[src/rtl/prio_irq_if.sv]
// Handshake bundle between peripheral request lines / CPU interrupt port and prio_irq_ctrl.
// master = request and consumer side, slave = the controller.
interface prio_irq_if #(
    parameter int NUM_CH  = 9,
    parameter int NUM_GRP = 3
);
    localparam int CH_W  = $clog2(NUM_CH);
    localparam int GRP_W = (NUM_GRP > 1) ? $clog2(NUM_GRP) : 1;

    logic [NUM_GRP*NUM_CH-1:0] req_i;
    logic [NUM_CH-1:0]         ch_en_i;
    logic                      ack_i;
    logic                      irq_valid_o;
    logic [GRP_W-1:0]          irq_grp_o;
    logic [CH_W-1:0]           irq_ch_o;
    logic [NUM_GRP-1:0]        grp_pend_o;
    logic                      any_pend_o;

    modport master (
        output req_i, ch_en_i, ack_i,
        input  irq_valid_o, irq_grp_o, irq_ch_o, grp_pend_o, any_pend_o
    );

    modport slave (
        input  req_i, ch_en_i, ack_i,
        output irq_valid_o, irq_grp_o, irq_ch_o, grp_pend_o, any_pend_o
    );
endinterface

[src/rtl/prio_irq_ctrl.sv]
// Registered interrupt priority controller: sticky edge-captured pending bits, per-channel
// enable, fixed group priority. Define PRIO_IRQ_RR_EN for round-robin order within a group.
module prio_irq_ctrl #(
    parameter int NUM_CH  = 9,
    parameter int NUM_GRP = 3
) (
    input  logic       clk,
    input  logic       rst_n,
    prio_irq_if.slave  bus
);
    localparam int CH_W  = $clog2(NUM_CH);
    localparam int GRP_W = (NUM_GRP > 1) ? $clog2(NUM_GRP) : 1;
    localparam int TOT   = NUM_GRP * NUM_CH;

    typedef enum logic {IDLE = 1'b0, PRESENT = 1'b1} state_t;

    state_t              state_r;
    logic                valid_r;
    logic [GRP_W-1:0]    grp_r;
    logic [CH_W-1:0]     ch_r;
    logic [TOT-1:0]      req_q_r;
    logic [TOT-1:0]      pend_r;
    logic [TOT-1:0]      elig_s;
    logic [TOT-1:0]      set_s;
    logic [TOT-1:0]      clr_s;
    logic [TOT-1:0]      pend_nxt_s;
    logic [NUM_GRP-1:0]  grp_pend_s;
    logic                any_pend_s;
    logic                ack_hit_s;
    logic [CH_W-1:0]     grp_ch_s [NUM_GRP];
    logic [GRP_W-1:0]    win_grp_s;
    logic [CH_W-1:0]     win_ch_s;

    assign ack_hit_s = (state_r == PRESENT) && bus.ack_i;
    assign set_s     = bus.req_i & ~req_q_r;

    // Eligibility and per-group pending summary
    always_comb begin
        elig_s = pend_r & {NUM_GRP{bus.ch_en_i}};
        for (int g = 0; g < NUM_GRP; g++) begin
            grp_pend_s[g] = |elig_s[g*NUM_CH +: NUM_CH];
        end
        any_pend_s = |grp_pend_s;
    end

    // Pending next state: a new edge on the acked channel beats the clear
    always_comb begin
        for (int g = 0; g < NUM_GRP; g++) begin
            for (int c = 0; c < NUM_CH; c++) begin
                clr_s[g*NUM_CH+c] = ack_hit_s && (grp_r == GRP_W'(g)) && (ch_r == CH_W'(c));
            end
        end
        pend_nxt_s = (pend_r & ~clr_s) | set_s;
    end

`ifdef PRIO_IRQ_RR_EN
    logic [CH_W-1:0] rr_r [NUM_GRP];

    // Per-group winner: smallest rotated distance from the group's pointer
    always_comb begin
        int  best;
        int  dist;
        logic hit;
        for (int g = 0; g < NUM_GRP; g++) begin
            grp_ch_s[g] = '0;
            best        = NUM_CH;
            for (int c = 0; c < NUM_CH; c++) begin
                dist        = (c + NUM_CH - int'(rr_r[g])) % NUM_CH;
                hit         = elig_s[g*NUM_CH+c] && (dist < best);
                grp_ch_s[g] = hit ? CH_W'(c) : grp_ch_s[g];
                best        = hit ? dist : best;
            end
        end
    end

    // Round-robin pointers advance past the acknowledged channel
    always_ff @(posedge clk or negedge rst_n) begin
        if (!rst_n) begin
            for (int g = 0; g < NUM_GRP; g++) begin
                rr_r[g] <= '0;
            end
        end else if (ack_hit_s) begin
            for (int g = 0; g < NUM_GRP; g++) begin
                if (grp_r == GRP_W'(g)) begin
                    rr_r[g] <= (ch_r == CH_W'(NUM_CH - 1)) ? '0 : ch_r + CH_W'(1);
                end
            end
        end
    end
`else
    // Per-group winner: lowest eligible channel index
    always_comb begin
        for (int g = 0; g < NUM_GRP; g++) begin
            grp_ch_s[g] = '0;
            for (int c = NUM_CH - 1; c >= 0; c--) begin
                grp_ch_s[g] = elig_s[g*NUM_CH+c] ? CH_W'(c) : grp_ch_s[g];
            end
        end
    end
`endif

    // Lowest pending group wins, then take that group's channel
    always_comb begin
        win_grp_s = '0;
        for (int g = NUM_GRP - 1; g >= 0; g--) begin
            win_grp_s = grp_pend_s[g] ? GRP_W'(g) : win_grp_s;
        end
        win_ch_s = '0;
        for (int g = 0; g < NUM_GRP; g++) begin
            win_ch_s = (win_grp_s == GRP_W'(g)) ? grp_ch_s[g] : win_ch_s;
        end
    end

    // Request edge capture and sticky pending bits
    always_ff @(posedge clk or negedge rst_n) begin
        if (!rst_n) begin
            req_q_r <= '0;
            pend_r  <= '0;
        end else begin
            req_q_r <= bus.req_i;
            pend_r  <= pend_nxt_s;
        end
    end

    // Presentation FSM; winner is frozen while PRESENT
    always_ff @(posedge clk or negedge rst_n) begin
        if (!rst_n) begin
            state_r <= IDLE;
            valid_r <= 1'b0;
            grp_r   <= '0;
            ch_r    <= '0;
        end else begin
            case (state_r)
                IDLE: begin
                    if (any_pend_s) begin
                        grp_r   <= win_grp_s;
                        ch_r    <= win_ch_s;
                        valid_r <= 1'b1;
                        state_r <= PRESENT;
                    end
                end
                PRESENT: begin
                    if (bus.ack_i) begin
                        valid_r <= 1'b0;
                        state_r <= IDLE;
                    end
                end
                default: begin
                    valid_r <= 1'b0;
                    state_r <= IDLE;
                end
            endcase
        end
    end

    assign bus.irq_valid_o = valid_r;
    assign bus.irq_grp_o   = grp_r;
    assign bus.irq_ch_o    = ch_r;
    assign bus.grp_pend_o  = grp_pend_s;
    assign bus.any_pend_o  = any_pend_s;
endmodule

[src/flat_wrapper.sv]
// flat-port wrapper written by rule: the top's interface ports become plain ports
module prio_irq_ctrl_flat 
#(
    parameter int NUM_CH  = 9,
    parameter int NUM_GRP = 3
)
  (clk, rst_n, bus_req_i, bus_ch_en_i, bus_ack_i, bus_irq_valid_o, bus_irq_grp_o, bus_irq_ch_o, bus_grp_pend_o, bus_any_pend_o);
  prio_irq_if #(.NUM_CH(NUM_CH), .NUM_GRP(NUM_GRP)) bus_i ();
  input  logic clk;
  input  logic rst_n;
  input wire logic [$bits(bus_i.req_i)-1:0] bus_req_i;
  input wire logic [$bits(bus_i.ch_en_i)-1:0] bus_ch_en_i;
  input wire logic [$bits(bus_i.ack_i)-1:0] bus_ack_i;
  output wire logic [$bits(bus_i.irq_valid_o)-1:0] bus_irq_valid_o;
  output wire logic [$bits(bus_i.irq_grp_o)-1:0] bus_irq_grp_o;
  output wire logic [$bits(bus_i.irq_ch_o)-1:0] bus_irq_ch_o;
  output wire logic [$bits(bus_i.grp_pend_o)-1:0] bus_grp_pend_o;
  output wire logic [$bits(bus_i.any_pend_o)-1:0] bus_any_pend_o;
  assign bus_i.req_i = bus_req_i;
  assign bus_i.ch_en_i = bus_ch_en_i;
  assign bus_i.ack_i = bus_ack_i;
  assign bus_irq_valid_o = bus_i.irq_valid_o;
  assign bus_irq_grp_o = bus_i.irq_grp_o;
  assign bus_irq_ch_o = bus_i.irq_ch_o;
  assign bus_grp_pend_o = bus_i.grp_pend_o;
  assign bus_any_pend_o = bus_i.any_pend_o;
  prio_irq_ctrl #(.NUM_CH(NUM_CH), .NUM_GRP(NUM_GRP)) u_core (.clk(clk), .rst_n(rst_n), .bus(bus_i));
endmodule
[config.mk]
export PLATFORM = sky130hd
export DESIGN_NAME = prio_irq_ctrl_flat
export DESIGN_NICKNAME = d
export VERILOG_FILES = /design/src/rtl/prio_irq_if.sv /design/src/rtl/prio_irq_ctrl.sv /design/src/flat_wrapper.sv
export SDC_FILE = /design/constraint.sdc
export NUM_CORES = 1
export LEC_CHECK = 0
export CAP_MARGIN = 10
export CORE_UTILIZATION = 46
export DETAILED_ROUTE_END_ITERATION = 10
export PLACE_DENSITY_LB_ADDON = 0.1
export SETUP_SLACK_MARGIN = 0.02
export SYNTH_ARGS = -nofsm -noshare
export SYNTH_HDL_FRONTEND = slang
export SYNTH_SLANG_ARGS = --single-unit
export TNS_END_PERCENT = 100
[constraint.sdc]
create_clock -name clk -period 4.7 [get_ports clk]
set_clock_uncertainty 0.05 [all_clocks]
set_input_delay 0.705 -clock clk [delete_from_list [all_inputs] [get_ports clk]]
set_output_delay 0.705 -clock clk [all_outputs]
set_load 0.03 [all_outputs]
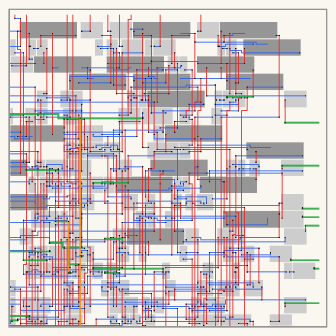
*Close-up of the layout, run 1*
Window x 28 to 78, y 28 to 78 um. Cells in gray, sequential cells in the stronger gray; small squares are vias.
- metal 3: green
- metal 4: orange
- metal 2: red
- metal 1: blue
- cells with their middle in the window: 141
- most frequent: o21ai_0 (20), dfrtp_1 (20), clkdlybuf4s50_1 (18)
- sequential cells in the window: 20
- netlist names of flops here include: u_core.pend_r (9), u_core.req_q_r (7), u_core.bus.irq_ch_o (4)

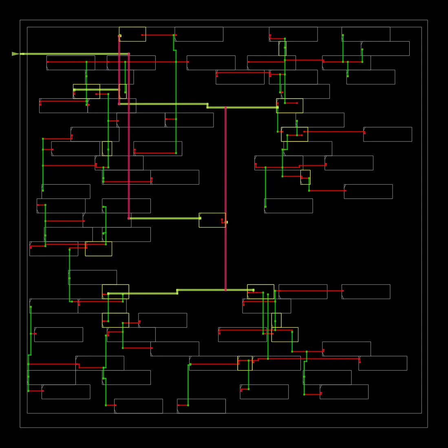
*Clock wiring as the flow saved it, run 1*
clk latency late pin: 0.33 ns
Clk. pwr: 401 uW
Num CTS Buffers: 9
clk sinks: 62

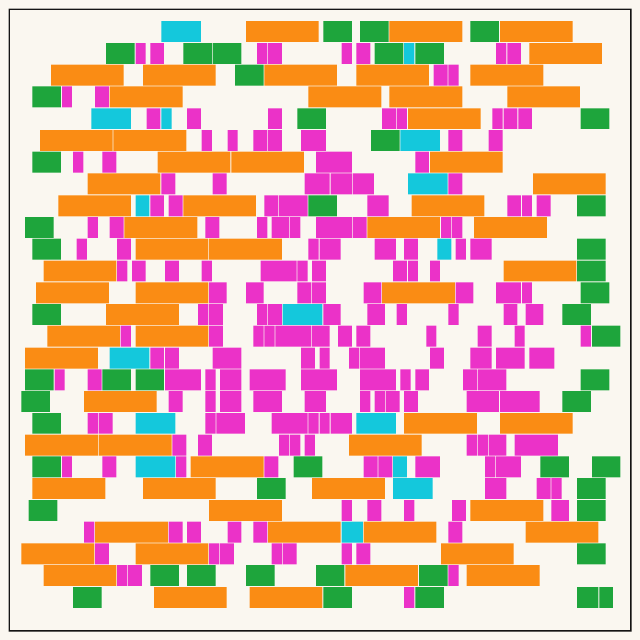
*Placement by cell class, run 1*
(8 px per um)
- clock drivers and dummy loads: cyan (cells 16)
- combinational and other logic: magenta (cells 188)
- flops: orange (cells 62)
- other buffers and delay cells: green (cells 50)

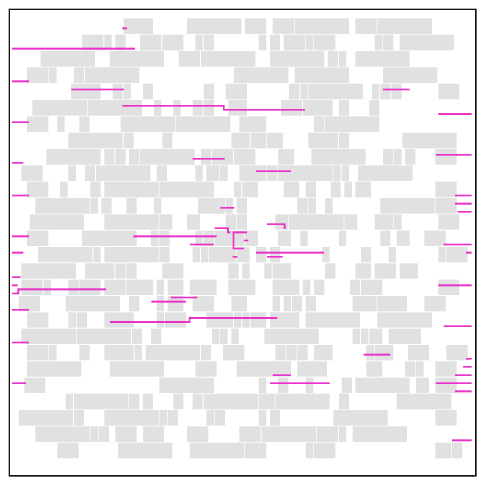
*Met3 routing, run 1*
(6 px per um)
- longest straight run: 20.2 um
- wire length on this layer: 262 um
- main direction: horizontal
- share of all routed wire: 4.3%
- nets with wire on the layer: 44
Post-Route WL: 6037 um
met3 global-route usage: 5.176%

==> run_results.csv, run 1 <==
group,metric,value,unit
global_routing,grt_usage,22.61,%
placement,post-place-ws,0.9841,ns
synth,simple_gate_share,11.83,%
setup_path,startpoint_type,"input port",
setup_path,startpoint,"bus_ch_en_i[0]",
min_path,min_path_type,"register to register",
status,status,"finished, final reports clean",
synth,synth-edff-count,0,
finish,synthToLayoutAreaGrowth,27.86,%
finish,drive_above_1_share,9.810,%
final_timing,fmax,0.2675,GHz
pwr,power,1.158,mW
synth,mux_share,0.5725,%
finish,final_util,60.90,%
clocking,post_cts_buffers,0,
placement,gp_congestion,0.8675,
setup_path,reg2reg_from,"u_core.pend_r[9]",
final_timing,fin_crit_sh,79.55,%
synth,netlist_instances,253,
synth,synth.distinct_cells,35,
pwr,peakVddDrop,211.0,uV
clocking,cts_hold_buffers,0,
routing,drt_pre_antenna_iters,4,
setup_path,critPathMaxStageDelay,0.61,ns
final_timing,drv_slew,0,
clocking,ctsResizeCount,0,
global_routing,grt_max_degree,63,
setup_path,crit_arrival,2.98,ns
synth,syn_area,0.002623,mm2
global_routing,grt_pass1_wl,10160,um
synth,syn-num-nets,292,
global_routing,grt_overflow,0,
synth,compound_area_share,23.09,%
floorplanning,fp_util,47.63,%
finish,antennaDiodeCount,0,
routing,drtAntennaViolNets,0,
floorplanning,core,0.005507,mm2
routing,post_drt_via_cell_ratio,5.469,
synth,ys_top_logic_family,"AND-OR/OR-AND gates",
setup_path,crit_path_cell_trace,"clkdlybuf4s50_1 -> a22oi_2 -> nand4_2 -> or4_4 -> clkdlybuf4s50_1",
setup_path,cp_max_fo,6,
synth,top_area_share,59.16,%
final_timing,tns,0,ns
finish,fillers,479,
clocking,clk_pin_slew_worst_paths,0.06,ns
placement,dp.cells,372,
floorplanning,die_x,77.51,um
synth,synth_flops,62,
run,warnings,26,
floorplanning,die_area,0.006007,mm2
synth,synth_top_flop_cell,"dfrtp_1",
run,maxCapViolCount,0,
floorplanning,die_y,77.51,um
final_timing,setup_viol,0,
pwr,p_per_area,345.3,mW/mm2
clocking,cts-root-buf,"clkbuf_8",
clocking,tritoncts,"built",
setup_path,critical_path.top_delay_family,"buffers and inverters",
final_timing,maxSlewHeadroom,47.69,%
routing,vias,2122,
setup_path,cp.required,3.94,ns
final_timing,finalCriticalPeriod,3.739,ns
synth,synth.most_common_cell,"dfrtp_1",
placement,hpwl,4403,um
clocking,clock_path_buffers,2,
routing,wire_per_inst,15.56,um
setup_path,path_class,"input port to output pin",
synth,post_synth.cell_area_avg,10.37,um2
routing,first_iter_violations,128,
synth,synthAdderAreaFrac,0,%
synth,yosys_warnings,0,
global_routing,grt_pass1_vias,2051,
synth,yosysTopAreaCell,"dfrtp_1",
final_timing,finalHoldViolCount,0,
min_path,hp-start,"u_core.req_q_r[6]",
final_timing,fin_ws,0.9613,ns
finish,final-instance-count-excl-fill,388,
pwr,leakage,1.399,nW
global_routing,antenna_found_initial,0,
clocking,htreeDepth,3,
final_timing,tightest_slew,0.7846,ns
placement,port_buffers,49,
synth,synthTopCellsByCount,"dfrtp_1, o21ai_0, inv_1",
setup_path,slowest_stage,"or4_4",
synth,ys_chip_area,0.002623,mm2
finish,layout.nets,350,
floorplanning,io_pins,50,
synth,area_leaders,"dfrtp_1, o21ai_0, inv_1, nand2_1, a22oi_2",
synth,ys_sh_xor,0,%
setup_path,path_buffers,2,
setup_path,critPathMostFrequentCell,"clkdlybuf4s50_1",
synth,postSynthSeqShare,59.16,%
final_timing,rsz0062_at_grt,"false",
synth,ys_cells,253,
==> run 1: power by group <==
group / internal (mW) / leakage, nW / switching, mW
clock: 0.203 / 0.0861 / 0.198
sequential: 0.566 / 0.656 / 0.0288
combinational: 0.0728 / 0.657 / 0.0897
==> run 1: layout by cell type (no fill, tap or decap), types with 7 or more instances in the layout <==
cell	n
dfrtp_1	62
inv_1	32
nand3_1	7
a22oi_1	8
clkdlybuf4s50_1	48
clkbuf_8	10
nor2_1	8
nand2_1	26
a21oi_1	7
o21ai_0	57
==> run 1: layout make-up <==
class	instances	area [um2]	share of cell area, %
inverter	32	120.1	3.582
clock buffer	12	145.1	4.328
sequential	62	1551	46.27
multi-input combinational	156	930.9	27.76
clock inverter	4	22.52	0.6716
timing repair buffer	50	493.0	14.70
tap	72	90.09	2.687
==> run 1: path summary, 6_finish.rpt <==
path,end,slack (ns),cells past startpoint
max,bus_any_pend_o,0.96,5
min,u_core.pend_r[6],0.36,1
max reg2reg,u_core.bus.irq_grp_o[0],2.57,5
min reg2reg,u_core.pend_r[6],0.36,1
max in group asynchronous,u_core.req_q_r[9],3.60,2
min in group asynchronous,u_core.req_q_r[4],0.48,2
==> run 1: layer usage <==
layer,GRT usage [%],wire length [um],up-vias
met3,5.176,261,10
li1,-,-,1024
met2,36.64,2928,66
met1,29.76,2760,1022
met5,0,0,-
met4,8.113,87,0
==> run 1: per-stage QoR <==
step                      hold WS, ns  area [um2]
final                          0.3633        3353
after global routing           0.3760        3353
after CTS                      0.3665        3353
after detailed placement       0.3572        3186
after global placement         0.3525        3186
after floorplan                0.3496        2623
==> run 1: sequential cells by signal (all words and copies together) (netlist names) <==
signal	cells
u_core.pend_r	27
u_core.req_q_r	27
u_core.bus.irq_ch_o	4
u_core.bus.irq_grp_o	2
u_core.bus.irq_valid_o	1
u_core.state_r	1
### Ports around the boundary, run 1

(4 px per um) Pins as bars across the die edge, other pins in gray.
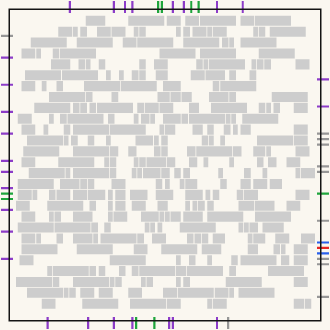

## Run 2: what changed since run 1
==> constraint.sdc (replaced) <==
create_clock -name clk -period 3.22 [get_ports clk]
set_clock_uncertainty 0.05 [all_clocks]
set_input_delay 0.483 -clock clk [delete_from_list [all_inputs] [get_ports clk]]
set_output_delay 0.483 -clock clk [all_outputs]
set_load 0.03 [all_outputs]
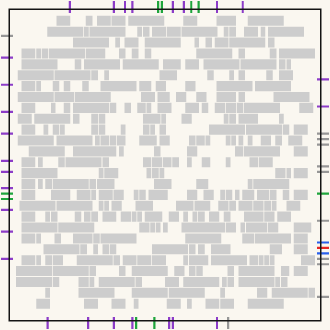
*Ports around the boundary, run 2*
(4 px per um) Pins as bars across the die edge, other pins in gray.
- bus_req_i: purple (pins 27; direction input; edge 10 left, 8 top, 7 bottom, 2 right)
- bus_ch_en_i: green (pins 9; direction input; edge 4 top, 2 bottom, 2 left, 1 right)
- bus_irq_grp_o: blue (pins 2; direction output; edge right)
- bus_any_pend_o: red (pins 1; direction output; edge right)
- all pins by edge: 15 right, 13 left, 12 top, 10 bottom
I/O Buffers: 49
Die W: 77.51 um
height of the die: 77.51 um

==> run_results.csv, run 2 <==
group,metric,value,unit
floorplanning,fp_util,47.63,%
finish,layout.nets,364,
synth,top_area_share,59.16,%
finish,synthToLayoutAreaGrowth,34.06,%
finish,fin_area,0.003516,mm2
synth,synth-edff-count,0,
synth,synth.distinct_cells,35,
clocking,cts-root-buf,"clkbuf_8",
synth,ys_chip_area,0.002623,mm2
finish,final-instance-count-excl-fill,402,
global_routing,grt_overflow,0,
routing,drt_pre_antenna_iters,4,
placement,dp.cells,386,
pwr,clk-power,752,uW
routing,vias,2134,
clocking,tritoncts,"built",
clocking,cts_buffers,9,
synth,ys_cells,253,
finish,drive_above_1_share,14.24,%
setup_path,path_class,"input port to output pin",
pwr,p_comb,247,uW
pwr,p_per_area,530.7,mW/mm2
setup_path,crit_arrival,2.49,ns
final_timing,tightest_slew,1.017,ns
global_routing,grt_usage,22.82,%
routing,first_iter_violations,101,
routing,post_drt_via_cell_ratio,5.308,
pwr,internal-power,1.394,mW
run,warnings,26,
routing,drtAntennaViolNets,0,
final_timing,fin_ws,0.1931,ns
setup_path,startpoint_type,"input port",
floorplanning,core,0.005507,mm2
floorplanning,die_area,0.006007,mm2
finish,antennaDiodeCount,0,
synth,postSynthSeqShare,59.16,%
status,status,"finished, final reports clean",
synth,syn_area,0.002623,mm2
synth,post_synth.cell_area_avg,10.37,um2
pwr,p_switching,472.4,uW
placement,gp_congestion,0.8761,
clocking,htreeDepth,3,
final_timing,worst_hold_slack,0.2691,ns
synth,synthTopCellsByCount,"dfrtp_1, o21ai_0, inv_1",
pwr,powerSeq,868,uW
routing,postRouteWirelength,6127,um
run,maxCapViolCount,0,
placement,hpwl,4662,um
pwr,netSwitchingFraction,25.32,%
synth,simple_gate_share,11.83,%
final_timing,drv_slew,0,
placement,dpl-instance-area,0.003291,mm2
final_timing,fmax,0.3304,GHz
synth,mux_share,0.5725,%
synth,syn-num-nets,292,
synth,compound_area_share,23.09,%
routing,wire_per_inst,15.24,um
synth,yosys_warnings,0,
pwr,power-top-group,"registers",
setup_path,cp_max_fo,4,
global_routing,grt_max_degree,48,
pwr,peakVddDrop,336.2,uV
floorplanning,io_pins,50,
clocking,cts_num_sinks,62,
global_routing,antenna_found_initial,0,
pwr,leakage,1.488,nW
placement,post-place-ws,0.04706,ns
synth,synth_flops,62,
global_routing,grt_pass1_vias,2048,
synth,ys_sh_xor,0,%
final_timing,fin_crit_sh,94.00,%
setup_path,cp.required,2.69,ns
pwr,pwr-share-comb,13.2,%
finish,final_common_cell,"dfrtp_1",
synth,area_leaders,"dfrtp_1, o21ai_0, inv_1, nand2_1, a22oi_2",
pwr,p_clk_share,40.3,%
synth,netlist_instances,253,
clocking,cts_hold_buffers,0,
synth,ys_top_logic_family,"AND-OR/OR-AND gates",
finish,final_util,63.85,%
final_timing,tns,0,ns
finish,final_cell_mix,"dfrtp_1, o21ai_0, clkdlybuf4s50_1",
pwr,seqPwrFrac,46.5,%
finish,fillers,484,
global_routing,grt_pass1_wl,10010,um
clocking,clk_pin_slew_worst_paths,0.07,ns
final_timing,maxSlewHeadroom,32.21,%
synth,synth_top_flop_cell,"dfrtp_1",
final_timing,finalCriticalPeriod,3.027,ns
clocking,clock_path_buffers,2,
final_timing,setup_viol,0,
pwr,power,1.866,mW
synth,synth.most_common_cell,"dfrtp_1",
synth,yosysTopAreaCell,"dfrtp_1",
final_timing,rsz0062_at_grt,"false",
synth,synthAdderAreaFrac,0,%
run 2: routing by layer:
metal | wire length, um | part of all wire, % | up-vias | GRT usage, %
li1 | - | - | 1049 | -
met5 | 0 | 0 | - | 0
met2 | 2959 | 48 | 59 | 36.37
met3 | 301 | 4.9 | 10 | 5.412
met1 | 2750 | 45 | 1016 | 29.36
met4 | 115 | 1.9 | 0 | 10.75
run 2: worst max-delay path: stages:
cell and delay, ns:
clkdlybuf4s50_1 0.49, a22oi_1 0.38, nand4_2 0.16, buf_4 0.17
a21oi_1 0.18, inv_1 0.06, clkdlybuf4s50_1 0.59
run 2: area by class of cell:
class                           count  area [um2]  share of cell area [%]
Inverter                           32       120.1                   3.416
Tap cell                           72       90.09                   2.562
Sequential cell                    62        1551                   44.13
Multi-Input combinational cell    156       930.9                   26.48
Clock inverter                      6       85.08                   2.420
Clock buffer                       10       137.6                   3.915
Timing Repair Buffer               64       600.6                   17.08
run 2: timing repair:
item                       4_1_cts  5_1_grt
setup endpoints to repair        0        1
setup buffers                    0        0
resized                          0        1
run 2: final timing paths:
kind	start	end	slack (ns)	cells past startpoint
max	bus_ch_en_i[0]	bus_grp_pend_o[2]	0.19	7
min	rst_n	u_core.bus.irq_valid_o	0.27	1
max reg2reg	u_core.pend_r[18]	u_core.bus.irq_grp_o[0]	1.02	6
min reg2reg	u_core.req_q_r[9]	u_core.pend_r[9]	0.36	1
max in group asynchronous	rst_n	u_core.req_q_r[20]	2.12	2
min in group clk	u_core.req_q_r[9]	u_core.pend_r[9]	0.36	1
run 2: logic make-up (layout without fill, tap and decap cells):
logic type             after synthesis  after routing
multiplexers                         1              1
AND-OR/OR-AND                       96             96
buffers and inverters               35            112
flip-flops                          62             62
AND/OR/NAND/NOR                     59             59
### Close-up of the layout, run 2

Window x 28 to 78, y 28 to 78 um. Cells in gray, sequential cells in the stronger gray; small squares are vias.
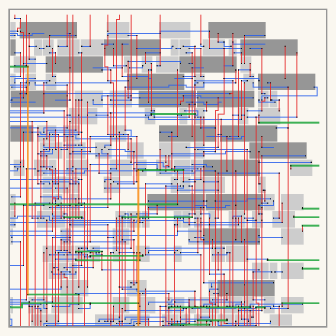

## Run 3: what changed since run 2
--- a/config.mk
+++ b/config.mk
@@ -6,9 +6,11 @@
 export NUM_CORES = 1
 export LEC_CHECK = 0
 export CAP_MARGIN = 10
-export CORE_UTILIZATION = 46
+export CELL_PAD_IN_SITES_DETAIL_PLACEMENT = 1
+export CELL_PAD_IN_SITES_GLOBAL_PLACEMENT = 1
+export CORE_UTILIZATION = 36
 export DETAILED_ROUTE_END_ITERATION = 10
-export PLACE_DENSITY_LB_ADDON = 0.1
+export PLACE_DENSITY = 0.85
 export SETUP_SLACK_MARGIN = 0.02
 export SYNTH_ARGS = -nofsm -noshare
 export SYNTH_HDL_FRONTEND = slang
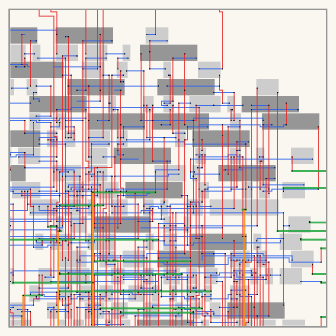
*Close-up of the layout, run 3*
Window x 37 to 87, y 37 to 87 um. Cells in gray, sequential cells in the stronger gray; small squares are vias.

==> run_results.csv, run 3 <==
group,metric,value,unit
status,status,"finished, final reports clean",
pwr,leakage,1.464,nW
final_timing,drv_slew,0,
global_routing,use_met3,6.066,%
synth,synthTopCellsByCount,"dfrtp_1, o21ai_0, inv_1",
final_timing,finalHoldViolCount,0,
synth,yosysTopAreaCell,"dfrtp_1",
routing,wire_per_inst,16.94,um
finish,synthToLayoutAreaGrowth,34.21,%
pwr,power,1.826,mW
clocking,cts_hold_buffers,0,
routing,vias,2209,
final_timing,worst_hold_slack,0.2691,ns
synth,top_area_share,59.16,%
global_routing,busiest_layer,"met2",
clocking,clk_pin_slew_worst_paths,0.07,ns
floorplanning,io_pins,50,
global_routing,use_met1,25.62,%
clocking,tritoncts,"built",
setup_path,cp.required,2.69,ns
clocking,cts-root-buf,"clkbuf_8",
setup_path,path_class,"input port to output pin",
routing,drtAntennaViolNets,0,
floorplanning,core,0.006907,mm2
clocking,clkLatencyLatePin,0.35,ns
finish,drive_above_1_share,14.07,%
synth,synth_flops,62,
global_routing,grt_pass1_wl,11890,um
placement,gp_congestion,0.9203,
synth,syn_area,0.002623,mm2
synth,synth_top_flop_cell,"dfrtp_1",
finish,layout.nets,361,
placement,port_buffers,49,
synth,area_leaders,"dfrtp_1, o21ai_0, inv_1, nand2_1, a22oi_2",
placement,hpwl,5448,um
setup_path,startpoint_type,"input port",
final_timing,finalCriticalPeriod,3.033,ns
clocking,ctsResizeCount,2,
pwr,peakVddDrop,231.3,uV
final_timing,fmax,0.3297,GHz
routing,drt_pre_antenna_iters,4,
floorplanning,fp_util,37.97,%
floorplanning,die_y,87.35,um
final_timing,rsz0062_at_grt,"false",
setup_path,cp_max_fo,6,
setup_path,r2r_end,"u_core.bus.irq_ch_o[2]",
clocking,clock_path_buffers,2,
finish,final_cell_mix,"dfrtp_1, o21ai_0, clkdlybuf4s50_1",
finish,fillers,785,
run,warnings,26,
synth,synth-edff-count,0,
global_routing,grt_pass1_vias,2364,
synth,ys_chip_area,0.002623,mm2
global_routing,antenna_found_initial,0,
global_routing,grtUsageMet2,35.23,%
finish,fin_area,0.003520,mm2
clocking,htreeDepth,3,
setup_path,reg2reg_from,"u_core.pend_r[6]",
global_routing,grt_max_degree,48,
setup_path,r2r_setup_slack,1.13,ns
final_timing,maxSlewHeadroom,30.00,%
synth,syn-num-nets,292,
==> run 3: cell counts after synthesis <==
Identical to the previous run, type by type.
==> run 3: critical path, stage by stage <==
cell	delay, ns
clkdlybuf4s50_1	0.51
a22oi_1	0.36
nand4_2	0.14
buf_4	0.18
a21oi_1	0.18
inv_1	0.06
clkdlybuf4s50_1	0.59
==> run 3: power breakdown <==
part | leakage [nW] | switching (mW) | total, mW | internal (mW)
clock network | 0.0987 | 0.322 | 0.703 | 0.381
registers | 0.656 | 0.0448 | 0.870 | 0.825
logic | 0.709 | 0.140 | 0.253 | 0.113
==> run 3: per-stage QoR <==
stage | std cells | util [%] | setup WS (ns)
CTS | 423 | 50.92 | 0.02025
global route | 423 | 50.96 | 0.09829
floorplan | 253 | - | 1.086
global placement | 407 | 47.75 | 0.07552
detailed placement | 407 | 47.75 | -0.004958
finish | 423 | 50.96 | 0.1865
==> run 3: layout make-up <==
cell class | count | area [um2] | share of cell area (%)
multi-input combinational | 156 | 940.9 | 26.73
sequential | 62 | 1551 | 44.08
inverter | 32 | 120.1 | 3.413
tap | 96 | 120.1 | 3.413
timing repair buffer | 61 | 578.1 | 16.42
clock inverter | 6 | 71.32 | 2.026
clock buffer | 10 | 137.6 | 3.910
==> run 3: metal layers <==
layer / share of wire, % / vias up
met5: 0 / -
met4: 2.0 / 0
met3: 5.1 / 14
met2: 52 / 67
met1: 41 / 1089
li1: - / 1039
==> run 3: cells by family after synthesis <==
| family | Yosys count | share of synthesized area (%) |
|---|---|---|
| and+or+nand+nor | 59 | 11.83 |
| DFF | 62 | 59.16 |
| AOI/OAI and AO/OA | 96 | 23.09 |
| buffers and inverters | 35 | 5.343 |
| muxes | 1 | 0.5724 |
No activity file was given, so power comes from the tool's default toggle rates.
